===== src/rtl/cache_pkg.sv =====
// Shared cache geometry and refill FSM encoding.
//   Default parameter values for the cache and its refill controller.
//   Derived byte-offset / line-offset widths for the default geometry.
//   refill_state_t: state encoding of the miss-refill FSM.
package cache_pkg;

    localparam int ADDR_W_DEF         = 32;
    localparam int DATA_W_DEF         = 32;
    localparam int WORDS_PER_LINE_DEF = 4;

    // Bytes per word and the offset fields of a byte address.
    localparam int BYTES_PER_WORD = DATA_W_DEF / 8;
    localparam int BYTE_OFF_W     = $clog2(BYTES_PER_WORD);
    localparam int LINE_OFF_W     = $clog2(WORDS_PER_LINE_DEF);
    localparam int OFF_W          = BYTE_OFF_W + LINE_OFF_W;

    typedef enum logic [1:0] {
        IDLE = 2'd0,
        REQ  = 2'd1,
        WAIT = 2'd2,
        FILL = 2'd3
    } refill_state_t;

endpackage : cache_pkg


===== src/rtl/cache_refill_line_buf.sv =====
// Line assembly buffer for the refill controller.
//   WORDS x DATA_W register file, one indexed write port, flat read-out.
// Ports:
//   clk, rst_n     clock, async active-low reset (clears every word)
//   wr_en          write strobe
//   wr_idx         word slot to write
//   wr_data        word to store
//   line_flat      all words, word k at bits [k*DATA_W +: DATA_W]
module cache_refill_line_buf
    import cache_pkg::*;
#(
    parameter int DATA_W = DATA_W_DEF,
    parameter int WORDS  = WORDS_PER_LINE_DEF,
    parameter int IDX_W  = $clog2(WORDS)
) (
    input  logic                    clk,
    input  logic                    rst_n,
    input  logic                    wr_en,
    input  logic [IDX_W-1:0]        wr_idx,
    input  logic [DATA_W-1:0]       wr_data,
    output logic [WORDS*DATA_W-1:0] line_flat
);

    logic [DATA_W-1:0] mem_q [WORDS];
    logic [DATA_W-1:0] mem_d [WORDS];

    // Next-state of the word array: only the addressed slot changes.
    always_comb begin
        mem_d = mem_q;
        if (wr_en) begin
            mem_d[wr_idx] = wr_data;
        end else begin
            mem_d = mem_q;
        end
    end

    // Word storage registers.
    always_ff @(posedge clk or negedge rst_n) begin
        if (!rst_n) begin
            for (int i = 0; i < WORDS; i++) begin
                mem_q[i] <= {DATA_W{1'b0}};
            end
        end else begin
            mem_q <= mem_d;
        end
    end

    // Flatten the array into the line layout the cache expects.
    always_comb begin
        line_flat = {(WORDS*DATA_W){1'b0}};
        for (int i = 0; i < WORDS; i++) begin
            line_flat[i*DATA_W +: DATA_W] = mem_q[i];
        end
    end

endmodule : cache_refill_line_buf


===== src/rtl/cache_refill_ctrl.sv =====
// Miss refill controller for the direct-mapped cache.
//   Accepts one miss at a time, fetches the aligned line word by word
//   (always in order 0..N-1) over a valid/ready request channel, then
//   presents the whole line for one cycle on the fill port.
// Ports:
//   clk, rst_n                      clock, async active-low reset
//   miss_valid/miss_addr/miss_ready miss handshake from the cache
//   mem_req_valid/addr/ready        word read request to memory
//   mem_rsp_valid/data              read data from memory (>=1 cycle after accept)
//   fill_valid/fill_addr/fill_line  one-cycle line write strobe to the cache;
//                                   addr/line hold their value until the next fill
//   busy                            refill in progress
// All outputs are registered: their next values are derived from the next state.
module cache_refill_ctrl
    import cache_pkg::*;
#(
    parameter int ADDR_W         = ADDR_W_DEF,
    parameter int DATA_W         = DATA_W_DEF,
    parameter int WORDS_PER_LINE = WORDS_PER_LINE_DEF
) (
    input  logic                             clk,
    input  logic                             rst_n,
    input  logic                             miss_valid,
    input  logic [ADDR_W-1:0]                miss_addr,
    output logic                             miss_ready,
    output logic                             mem_req_valid,
    output logic [ADDR_W-1:0]                mem_req_addr,
    input  logic                             mem_req_ready,
    input  logic                             mem_rsp_valid,
    input  logic [DATA_W-1:0]                mem_rsp_data,
    output logic                             fill_valid,
    output logic [ADDR_W-1:0]                fill_addr,
    output logic [WORDS_PER_LINE*DATA_W-1:0] fill_line,
    output logic                             busy
);

    localparam int C_BYTE_OFF_W = $clog2(DATA_W / 8);
    localparam int C_LINE_OFF_W = $clog2(WORDS_PER_LINE);
    localparam int C_OFF_W      = C_BYTE_OFF_W + C_LINE_OFF_W;
    localparam int C_LINE_W     = WORDS_PER_LINE * DATA_W;
    localparam logic [C_LINE_OFF_W-1:0] C_LAST_IDX = C_LINE_OFF_W'(WORDS_PER_LINE - 1);

    refill_state_t             state_q,         state_d;
    logic [C_LINE_OFF_W-1:0]   cnt_q,           cnt_d;
    logic [ADDR_W-1:0]         base_q,          base_d;
    logic                      miss_ready_q,    miss_ready_d;
    logic                      busy_q,          busy_d;
    logic                      mem_req_valid_q, mem_req_valid_d;
    logic [ADDR_W-1:0]         mem_req_addr_q,  mem_req_addr_d;
    logic                      fill_valid_q,    fill_valid_d;
    logic [ADDR_W-1:0]         fill_addr_q,     fill_addr_d;
    logic [C_LINE_W-1:0]       fill_line_q,     fill_line_d;

    logic                      buf_we_s;
    logic [C_LINE_W-1:0]       line_flat_s;
    logic [C_LINE_OFF_W-1:0]   cnt_nxt_s;
    logic [ADDR_W-1:0]         miss_base_s;

    cache_refill_line_buf #(
        .DATA_W (DATA_W),
        .WORDS  (WORDS_PER_LINE),
        .IDX_W  (C_LINE_OFF_W)
    ) u_line_buf (
        .clk       (clk),
        .rst_n     (rst_n),
        .wr_en     (buf_we_s),
        .wr_idx    (cnt_q),
        .wr_data   (mem_rsp_data),
        .line_flat (line_flat_s)
    );

    // Address helpers: aligned line base of the incoming miss, next word index.
    always_comb begin
        miss_base_s = {miss_addr[ADDR_W-1:C_OFF_W], {C_OFF_W{1'b0}}};
        cnt_nxt_s   = cnt_q + C_LINE_OFF_W'(1);
    end

    // FSM next-state and next values of all registered outputs.
    always_comb begin
        state_d        = state_q;
        cnt_d          = cnt_q;
        base_d         = base_q;
        buf_we_s       = 1'b0;
        mem_req_addr_d = mem_req_addr_q;
        fill_valid_d   = 1'b0;
        fill_addr_d    = fill_addr_q;
        fill_line_d    = fill_line_q;

        case (state_q)
            IDLE: begin
                if (miss_valid) begin
                    base_d         = miss_base_s;
                    cnt_d          = {C_LINE_OFF_W{1'b0}};
                    mem_req_addr_d = miss_base_s;
                    state_d        = REQ;
                end else begin
                    state_d = IDLE;
                end
            end
            REQ: begin
                // Request address was set on entry and stays put until accepted.
                if (mem_req_ready) begin
                    state_d = WAIT;
                end else begin
                    state_d = REQ;
                end
            end
            WAIT: begin
                if (mem_rsp_valid) begin
                    buf_we_s = 1'b1;
                    if (cnt_q == C_LAST_IDX) begin
                        // The last word is still being written into the buffer,
                        // so merge it straight into the outgoing line.
                        fill_line_d = line_flat_s;
                        fill_line_d[int'(cnt_q)*DATA_W +: DATA_W] = mem_rsp_data;
                        fill_addr_d  = base_q;
                        fill_valid_d = 1'b1;
                        state_d      = FILL;
                    end else begin
                        cnt_d          = cnt_nxt_s;
                        mem_req_addr_d = base_q | (ADDR_W'(cnt_nxt_s) << C_BYTE_OFF_W);
                        state_d        = REQ;
                    end
                end else begin
                    state_d = WAIT;
                end
            end
            FILL: begin
                state_d = IDLE;
            end
            default: begin
                state_d = IDLE;
            end
        endcase

        miss_ready_d    = (state_d == IDLE);
        busy_d          = (state_d != IDLE);
        mem_req_valid_d = (state_d == REQ);
    end

    // FSM state, counter, line base and registered outputs.
    always_ff @(posedge clk or negedge rst_n) begin
        if (!rst_n) begin
            state_q         <= IDLE;
            cnt_q           <= {C_LINE_OFF_W{1'b0}};
            base_q          <= {ADDR_W{1'b0}};
            miss_ready_q    <= 1'b1;
            busy_q          <= 1'b0;
            mem_req_valid_q <= 1'b0;
            mem_req_addr_q  <= {ADDR_W{1'b0}};
            fill_valid_q    <= 1'b0;
            fill_addr_q     <= {ADDR_W{1'b0}};
            fill_line_q     <= {C_LINE_W{1'b0}};
        end else begin
            state_q         <= state_d;
            cnt_q           <= cnt_d;
            base_q          <= base_d;
            miss_ready_q    <= miss_ready_d;
            busy_q          <= busy_d;
            mem_req_valid_q <= mem_req_valid_d;
            mem_req_addr_q  <= mem_req_addr_d;
            fill_valid_q    <= fill_valid_d;
            fill_addr_q     <= fill_addr_d;
            fill_line_q     <= fill_line_d;
        end
    end

    assign miss_ready    = miss_ready_q;
    assign busy          = busy_q;
    assign mem_req_valid = mem_req_valid_q;
    assign mem_req_addr  = mem_req_addr_q;
    assign fill_valid    = fill_valid_q;
    assign fill_addr     = fill_addr_q;
    assign fill_line     = fill_line_q;

endmodule : cache_refill_ctrl


===== config.mk =====
export PLATFORM = sky130hd
export DESIGN_NAME = cache_refill_ctrl
export DESIGN_NICKNAME = d
export VERILOG_FILES = /design/src/rtl/cache_pkg.sv /design/src/rtl/cache_refill_line_buf.sv /design/src/rtl/cache_refill_ctrl.sv
export SDC_FILE = /design/constraint.sdc
export NUM_CORES = 1
export LEC_CHECK = 0
export ABC_AREA = 1
export CAP_MARGIN = 20
export CORE_ASPECT_RATIO = 0.6
export CORE_MARGIN = 4
export CORE_UTILIZATION = 30
export DETAILED_ROUTE_END_ITERATION = 7
export PLACE_DENSITY = 0.6
export SLEW_MARGIN = 15
export SYNTH_ARGS = -nofsm -noshare
export SYNTH_HDL_FRONTEND = slang
export SYNTH_HIERARCHICAL = 1
export SYNTH_SLANG_ARGS = --single-unit
export TNS_END_PERCENT = 5

===== constraint.sdc =====
create_clock -name clk -period 2.71 [get_ports clk]
set_input_delay 0.542 -clock clk [delete_from_list [all_inputs] [get_ports clk]]
set_output_delay 0.542 -clock clk [all_outputs]
set_load 0.05 [all_outputs]

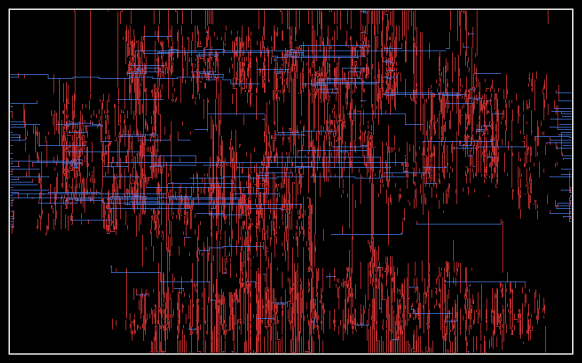
Figure 1: run 1, wiring by layer.
Only two layers are drawn.
metal 2 -> red  # wire length 21.3 mm
metal 3 -> blue  # wire length 3,600 µm
wire length per cell: 18.46 µm
global-route total usage across every layer: 18.74%
via count: 13,300
total wirelength of the detailed-routed design: 49,980 µm

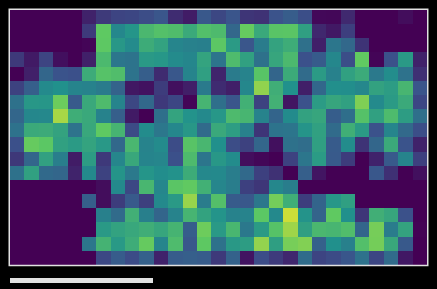
Figure 2: run 1, cell density map.
The bar under the picture is 100 µm long. 29 x 18 tiles, from dark purple (low) to yellow (high), 0 to 100% covered.
nearly empty tiles = 18%
tiles over 75% full = 3.8%
emptiest ninth of the die = bottom left
mean over tiles = 35%
fullest tile = 92%
starting density of the core: 30.78%
post-route core utilization: 40.07%

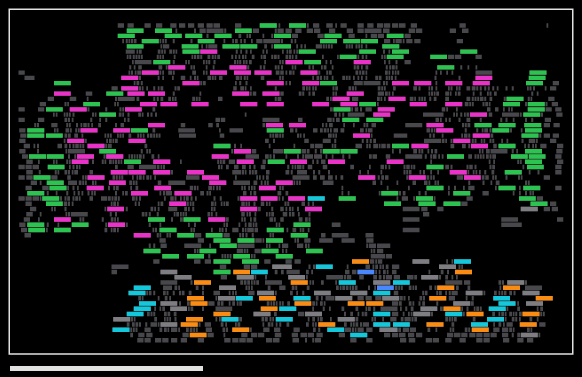
Figure 3: run 1, where the registers sit.
The bar under the picture is 100 µm long. Other sequential cells in the stronger gray, the rest of the logic in the fainter gray.
`fill_line` -> green  # flops 128
`mem_req_addr` -> cyan  # flops 29
`state_q` -> blue  # flops 2
`u_line_buf/line_flat` -> magenta  # flops 96
`fill_addr` -> orange  # flops 28
not colored = 33
flop share of the area: 42.07%
Storage cell area: 7913 µm²

-- run 1: per-layer routing --
metal,vias to the layer above,global-route usage [%],share of wire (%)
li1,6246,-,-
met1,6527,28.04,48
met2,457,27.58,43
met3,72,4.131,7.2
met4,2,4.379,2.1
met5,-,0,0.026
-- run 1: stage by stage --
step,instances,instance area [µm²],power [mW]
5_1_grt,2706,18800,19.24
3_5_place_dp,2644,17620,13.28
2_1_floorplan,1853,14470,10.92
3_3_place_gp,2643,17600,13.09
6_report,2708,18810,18.15
4_1_cts,2705,18790,18.28
-- run 1: state kept, by name (all words and copies together), names as in the netlist, 2 cells and up --
name and cells:
base_q 28, u_line_buf/line_flat 96, mem_req_addr 29, state_q 2
fill_addr 28, fill_line 128
-- run 1: cell usage in the layout, fill, tap and decap left out, types with 9 or more instances in the layout --
cell,n
sky130_fd_sc_hd__nand2_1,764
sky130_fd_sc_hd__dfrtp_1,314
sky130_fd_sc_hd__clkdlybuf4s50_1,251
sky130_fd_sc_hd__nor2_1,188
sky130_fd_sc_hd__nand3_1,164
sky130_fd_sc_hd__nand4_1,96
sky130_fd_sc_hd__inv_1,74
sky130_fd_sc_hd__o21ai_0,56
sky130_fd_sc_hd__buf_4,40
sky130_fd_sc_hd__clkbuf_16,37
sky130_fd_sc_hd__a21oi_1,28
sky130_fd_sc_hd__clkbuf_8,9
-- run 1: power by group through the flow --
| stage | clock, mW | sequential, mW | combinational (mW) |
|---|---|---|---|
| after detailed placement | 0 | 6.54 | 6.74 |
| after global placement | 0 | 6.50 | 6.59 |
| final | 4.88 | 6.47 | 6.80 |
| after floorplan | 0 | 7.61 | 3.31 |
| after global routing | 5.23 | 6.59 | 7.42 |
| after CTS | 5.04 | 6.47 | 6.77 |
==> out/summary.json, run 1 <==
{
  "slew_viol_final": {"value": 0},
  "core.rowCount": {"value": 61},
  "vias_per_cell": {"value": 4.913},
  "drcViolationCount": {"value": 0},
  "num-nonclk-inverters": {"value": 77},
  "numCtsBuffers": {"value": 34},
  "cts-htree-levels": {"value": 2},
  "timing.critical_path.arrival": {"value": 1.87, "unit": "ns"},
  "cell_internal_pwr": {"value": 10.76, "unit": "mW"},
  "warnings": {"value": 34},
  "max-clock-path-buffers": {"value": 3},
  "tightest_slew": {"value": 0.8411, "unit": "ns"},
  "drtPass1Iterations": {"value": 7},
  "timing.hold.ws": {"value": 0.4696, "unit": "ns"},
  "hold_end": {"value": "u_line_buf/line_flat[74]"},
  "rsz0062_at_grt": {"value": "no"},
  "ant_nets": {"value": 0},
  "power.ir.vdd_worst": {"value": 0.0004556, "unit": "V"},
  "nMultiInputCombCells": {"value": 1320},
  "critical-path-max-stage-delay": {"value": 0.84, "unit": "ns"},
  "grt_remaining_overflow": {"value": 0},
  "clockNetworkAreaShare": {"value": 6.186, "unit": "%"},
  "timing.hold.worst.start": {"value": "u_line_buf/line_flat[74]"},
  "n_clock_buffer": {"value": 54},
  "startpoint_type": {"value": "flop"},
  "core_region_area": {"value": 46940, "unit": "µm²"},
  "die_x": {"value": 291.3, "unit": "µm"},
  "post_cts_buffers": {"value": 0},
  "cellLeakagePower": {"value": 9.497, "unit": "nW"},
  "critical_path_sink_type": {"value": "output port"},
  "clock_transition_at_the_register_clock_pins_on_the_worst_setup_and_hold_paths_after_cts": {"value": 0.06, "unit": "ns"},
  "area.combinational": {"value": 5623, "unit": "µm²"},
  "dominant-cell-class": {"value": "flip-flops and latches"},
  "combPwrFrac": {"value": 37.4, "unit": "%"},
  "bufAreaShareNonClock": {"value": 16.10, "unit": "%"},
  "globalplace.congestion": {"value": 0.8330},
  "syn2layout_area_growth": {"value": 30.19, "unit": "%"},
  "fin_crit_sh": {"value": 89.05, "unit": "%"},
  "worst-endpoint-required": {"value": 2.17, "unit": "ns"},
  "flops": {"value": 316},
  "fillerInstances": {"value": 4754},
  "critical-path-slowest-cell": {"value": "sky130_fd_sc_hd__clkdlybuf4s50_1"},
  "min_period": {"value": 2.413, "unit": "ns"},
  "mapped_cell_area": {"value": 14450, "unit": "µm²"},
  "r2r-start": {"value": "mem_req_addr[3]"},
  "critical_path_depth": {"value": 1},
  "drt_first_iter_violations": {"value": 1150},
  "cts.root.buffer_cell": {"value": "sky130_fd_sc_hd__clkbuf_16"},
  "post_cts_hold_buffer_count": {"value": 1},
  "outcome": {"value": "finished, final reports clean"},
  "syn_area_per_cell": {"value": 7.818, "unit": "µm²"},
  "report.final.hold_viol_count": {"value": 0},
  "ios": {"value": 265},
  "antenna_found_initial": {"value": 5},
  "worst-r2r-cell-count": {"value": 8},
  "post-place-ws": {"value": 0.3576, "unit": "ns"},
  "layout-drive-gt1-share": {"value": 5.636, "unit": "%"},
  "die-height": {"value": 178.0, "unit": "µm"},
  "crit_path_max_fanout": {"value": 9},
  "post_cts_resized": {"value": 0},
  "netSwitchingFraction": {"value": 40.72, "unit": "%"},
  "setup.reg_to_reg.worst_slack": {"value": 0.44, "unit": "ns"},
  "post_synth_inst_count": {"value": 1848},
  "dpl.hpwl": {"value": 33510, "unit": "µm"},
  "setup-violations-final": {"value": 0},
  "critPathKind": {"value": "flop to output port"},
  "crit_chain": {"value": "clkdlybuf4s50_1"},
  "grt_start_max_net_pins": {"value": 98},
  "clkSinkCount": {"value": 316},
  "cap_viol_max_count": {"value": 0},
  "tritoncts": {"value": "done"},
  "fmaxAchievable": {"value": 414.4, "unit": "MHz"},
  "n_antenna_cell": {"value": 2},
  "final.setup.tns": {"value": 0, "unit": "ns"},
  "port-buffer-count": {"value": 254},
  "cp_num_buf_inv": {"value": 1},
  "startpoint": {"value": "cnt_q[0]"},
  "synth_warnings": {"value": 6},
  "min_delay_path_class": {"value": "flop to flop"},
  "endpoint": {"value": "mem_req_addr[2]"},
  "total_switching_power": {"value": 7.390, "unit": "mW"},
  "clkLatencyLatePin": {"value": 0.52, "unit": "ns"},
  "sh_comb_area": {"value": 29.89, "unit": "%"},
  "chip_area": {"value": 51850, "unit": "µm²"},
  "num-nets-final": {"value": 2126},
  "slew_headroom": {"value": 43.93, "unit": "%"},
  "num_tap_cells": {"value": 630},
  "hold-path-cell-count": {"value": 2},
  "first_global_vias": {"value": 12790},
  "buffers": {"value": 303},
  "r2r_end": {"value": "fill_line[55]"},
  "post-route-worst-setup-slack": {"value": 0.2969, "unit": "ns"},
  "first_pass_grt_wire_length": {"value": 76600, "unit": "µm"},
  "worst_clock_skew": {"value": 0.01161, "unit": "ns"},
  "power_frac_seq": {"value": 35.7, "unit": "%"},
  "pwr_density_cell": {"value": 965.0, "unit": "nW/µm²"},
  "share_clk_of_total_power": {"value": 26.9, "unit": "%"},
  "critical-path-top-delay-family": {"value": "buffers and inverters"}
}
==> run 2: changes to the inputs <==
==> constraint.sdc (replaced) <==
create_clock -name clk -period 2.3 [get_ports clk]
set_input_delay 0.46 -clock clk [delete_from_list [all_inputs] [get_ports clk]]
set_output_delay 0.46 -clock clk [all_outputs]
set_load 0.05 [all_outputs]
==> run 2 against run 1 <==
  * Routed wire length is 0.81% higher
  * Highest routed layer unchanged
  * Register-to-register slack got worse by 0.26 ns
  * Sequential cell count unchanged
  * Global-route usage grew 0.32 points
==> out/summary.json, run 2 <==
{
  "n_antenna_cell": {"value": 0, "change": "-2"},
  "fin_total_pwr": {"value": 21.79, "unit": "mW", "change": "+20%"},
  "setup-violations-final": {"value": 0, "change": "unchanged"},
  "max-clock-path-buffers": {"value": 3, "change": "unchanged"},
  "startpoint_type": {"value": "flop"},
  "layout-drive-gt1-share": {"value": 7.360, "unit": "%", "change": "+1.7 points"},
  "min_period": {"value": 2.259, "unit": "ns"},
  "worst-endpoint-required": {"value": 1.84, "unit": "ns", "change": "-0.33 ns"},
  "critical-path-slowest-cell": {"value": "sky130_fd_sc_hd__clkdlybuf4s50_1"},
  "cellLeakagePower": {"value": 9.698, "unit": "nW", "change": "+2.1%"},
  "critical-path-max-stage-delay": {"value": 0.85, "unit": "ns", "change": "about the same"},
  "core.rowCount": {"value": 61, "change": "unchanged"},
  "pwr_density_cell": {"value": 1140, "unit": "nW/µm²", "change": "+18%"},
  "final.setup.tns": {"value": 0, "unit": "ns", "change": "unchanged"},
  "r2r_end": {"value": "fill_line[81]"},
  "chip_area": {"value": 51850, "unit": "µm²", "change": "unchanged"},
  "antenna_found_initial": {"value": 1, "change": "-4"},
  "clkSinkCount": {"value": 316, "change": "unchanged"},
  "crit_chain": {"value": "clkdlybuf4s50_1"},
  "syn2layout_area_growth": {"value": 32.33, "unit": "%"},
  "post_cts_buffers": {"value": 0, "change": "unchanged"},
  "warnings": {"value": 34, "change": "unchanged"},
  "groute.layer.met1.usage": {"value": 27.57, "unit": "%", "change": "-0.48 points"},
  "report.final.hold_viol_count": {"value": 0, "change": "unchanged"},
  "critical-path-top-delay-family": {"value": "buffers and inverters"},
  "most_used_layer_global_route": {"value": "met2"},
  "fmaxAchievable": {"value": 442.7, "unit": "MHz"},
  "post_synth_inst_count": {"value": 1848, "change": "unchanged"},
  "tightest_slew": {"value": 0.6285, "unit": "ns", "change": "-0.2126 ns"},
  "r2r-start": {"value": "cnt_q[0]"},
  "clock_transition_at_the_register_clock_pins_on_the_worst_setup_and_hold_paths_after_cts": {"value": 0.06, "unit": "ns", "change": "about the same"},
  "drcViolationCount": {"value": 0, "change": "unchanged"},
  "ios": {"value": 265, "change": "unchanged"},
  "first_global_vias": {"value": 13030, "change": "+1.9%"},
  "rsz0062_at_grt": {"value": "no"},
  "worst_clock_skew": {"value": 0.02283, "unit": "ns", "change": "+0.01122 ns"},
  "groute.layer.met2.usage": {"value": 28.59, "unit": "%", "change": "+1.0 points"},
  "final_cell_mix": {"value": "sky130_fd_sc_hd__nand2_1 (764), sky130_fd_sc_hd__dfrtp_1 (314), sky130_fd_sc_hd__clkdlybuf4s50_1 (243), sky130_fd_sc_hd__nor2_1 (188), sky130_fd_sc_hd__nand3_1 (164)"},
  "crit_path_max_fanout": {"value": 2, "change": "-7"},
  "hold_end": {"value": "u_line_buf/line_flat[68]"},
  "drtPass1Iterations": {"value": 6, "change": "-1"},
  "layout.cell_area.non_filler": {"value": 19120, "unit": "µm²", "change": "+1.6%"},
  "placed_cell_area": {"value": 17870, "unit": "µm²", "change": "+1.4%"},
  "slew_headroom": {"value": 58.10, "unit": "%", "change": "+14 points"},
  "outcome": {"value": "finished, final reports clean"},
  "cap_viol_max_count": {"value": 0, "change": "unchanged"},
  "hold-path-cell-count": {"value": 2, "change": "unchanged"},
  "ant_nets": {"value": 0, "change": "unchanged"},
  "initial_utilization": {"value": 30.78, "unit": "%", "change": "unchanged"},
  "synth_warnings": {"value": 6, "change": "unchanged"},
  "gr-usage-met3": {"value": 4.704, "unit": "%", "change": "+0.57 points"},
  "slew_viol_final": {"value": 0, "change": "unchanged"},
  "grtUsageTotal": {"value": 19.06, "unit": "%", "change": "+0.32 points"},
  "timing.hold.worst.start": {"value": "u_line_buf/line_flat[68]"},
  "tritoncts": {"value": "done"},
  "final_layout_top_logic_cell": {"value": "sky130_fd_sc_hd__nand2_1"},
  "critical_path_depth": {"value": 1, "change": "unchanged"},
  "syn_area_per_cell": {"value": 7.818, "unit": "µm²", "change": "unchanged"},
  "min_delay_path_class": {"value": "flop to flop"},
  "cp_num_buf_inv": {"value": 1, "change": "unchanged"},
  "vias_per_cell": {"value": 4.891, "change": "-0.44%"},
  "first_pass_grt_wire_length": {"value": 78070, "unit": "µm", "change": "+1.9%"},
  "flip_flop_count_of_the_largest_register_all_copies_and_words_added": {"value": 128, "change": "unchanged"},
  "die_x": {"value": 291.3, "unit": "µm", "change": "unchanged"},
  "wirelength": {"value": 50380, "unit": "µm", "change": "+0.81%"},
  "setup.reg_to_reg.worst_slack": {"value": 0.18, "unit": "ns", "change": "-0.26 ns"},
  "critical_path_sink_type": {"value": "output port"},
  "routed-via-count": {"value": 13380, "change": "+0.59%"},
  "drt_first_iter_violations": {"value": 1182, "change": "+2.8%"},
  "dpl.hpwl": {"value": 34350, "unit": "µm", "change": "+2.5%"},
  "globalplace.congestion": {"value": 0.8215, "change": "-1.4%"},
  "routed_wire_length_per_instance": {"value": 18.41, "unit": "µm", "change": "-0.22%"},
  "die-height": {"value": 178.0, "unit": "µm", "change": "unchanged"},
  "power.ir.vdd_worst": {"value": 0.0006685, "unit": "V", "change": "+47%"},
  "num-nets-final": {"value": 2152, "change": "+1.2%"},
  "grt_remaining_overflow": {"value": 0, "change": "unchanged"},
  "fin_crit_sh": {"value": 98.22, "unit": "%"},
  "grt_start_max_net_pins": {"value": 93, "change": "-5.1%"},
  "port-buffer-count": {"value": 254, "change": "unchanged"},
  "mapped_cell_area": {"value": 14450, "unit": "µm²", "change": "unchanged"},
  "numCtsBuffers": {"value": 36, "change": "+5.9%"},
  "critPathKind": {"value": "flop to output port"},
  "cts.root.buffer_cell": {"value": "sky130_fd_sc_hd__clkbuf_16"},
  "timing.critical_path.arrival": {"value": 1.80, "unit": "ns", "change": "-0.07 ns"},
  "worst-r2r-cell-count": {"value": 9, "change": "+1"},
  "clkLatencyLatePin": {"value": 0.54, "unit": "ns", "change": "+0.02 ns"},
  "timing.hold.ws": {"value": 0.4694, "unit": "ns", "change": "-0.0002210 ns"},
  "cts-htree-levels": {"value": 2, "change": "unchanged"}
}
run 2: area by class of cell:
| type | count | area, µm² |
|---|---|---|
| clock buffers | 60 | 1172 |
| repair buffers | 327 | 3266 |
| multi-input cells | 1320 | 5623 |
| well taps | 630 | 788.3 |
| fillers | 4716 | 27820 |
| clock inverters | 6 | 67.56 |
| flip-flops and latches | 316 | 7913 |
| inverters | 77 | 289.0 |
run 2: where the power goes:
| part | total, mW | internal [mW] | leakage (nW) | switching, mW |
|---|---|---|---|---|
| Combinational | 8.20 | 2.44 | 4.89 | 5.76 |
| Clock | 5.99 | 3.59 | 0.607 | 2.40 |
| Sequential | 7.60 | 6.90 | 4.20 | 0.700 |
| Total | 21.8 | 12.9 | 9.70 | 8.85 |
run 2: routing by layer:
metal / share of wire [%] / vias up
li1: - / 6306
met3: 7.7 / 78
met1: 46 / 6499
met2: 44 / 498
met5: 0.026 / -
met4: 2.4 / 2
run 2: how the worst max path moves through the flow:
stage / start / to / slack (ns)
6_report: fill_line[114] / fill_line[114] / 0.04
5_1_grt: fill_line[122] / fill_line[122] / 0.009
4_1_cts: fill_line[122] / fill_line[122] / 0.02
3_5_place_dp: mem_rsp_valid / u_line_buf/line_flat[46] / 0.07
3_3_place_gp: mem_rsp_valid / u_line_buf/line_flat[47] / 0.11
2_1_floorplan: cnt_q[0] / fill_line[89] / 0.006
run 2: stage by stage:
step / cells / utilization [%] / setup WS (ns)
CTS: 2736 / 40.72 / 0.01614
finish: 2736 / 40.73 / 0.04103
global placement: 2669 / 38.06 / 0.1061
floorplan: 1853 / - / 0.005586
global route: 2736 / 40.73 / 0.009388
detailed placement: 2669 / 38.06 / 0.07436
run 2: what timing repair did:
action,4_1_cts,5_1_grt
resized,1,1
pin swaps,0,0
endpoints found under the hold margin,50,0
endpoints found under the setup margin,1,3
hold buffers,1,0
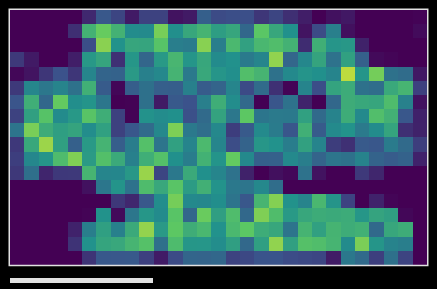
Figure 4: run 2, cell density map.
The bar under the picture is 100 µm long. 29 x 18 tiles, from dark purple (low) to yellow (high), 0 to 100% covered.
tiles over 75% full = 4.0%
mean over tiles = 35%
nearly empty tiles = 19%
fullest tile = 90%
densest ninth of the die = bottom middle
emptiest ninth of the die = bottom left
post-route core utilization: 40.73%
area of the core region: 46,940 µm²

Power is estimated from default activity; no workload was simulated.
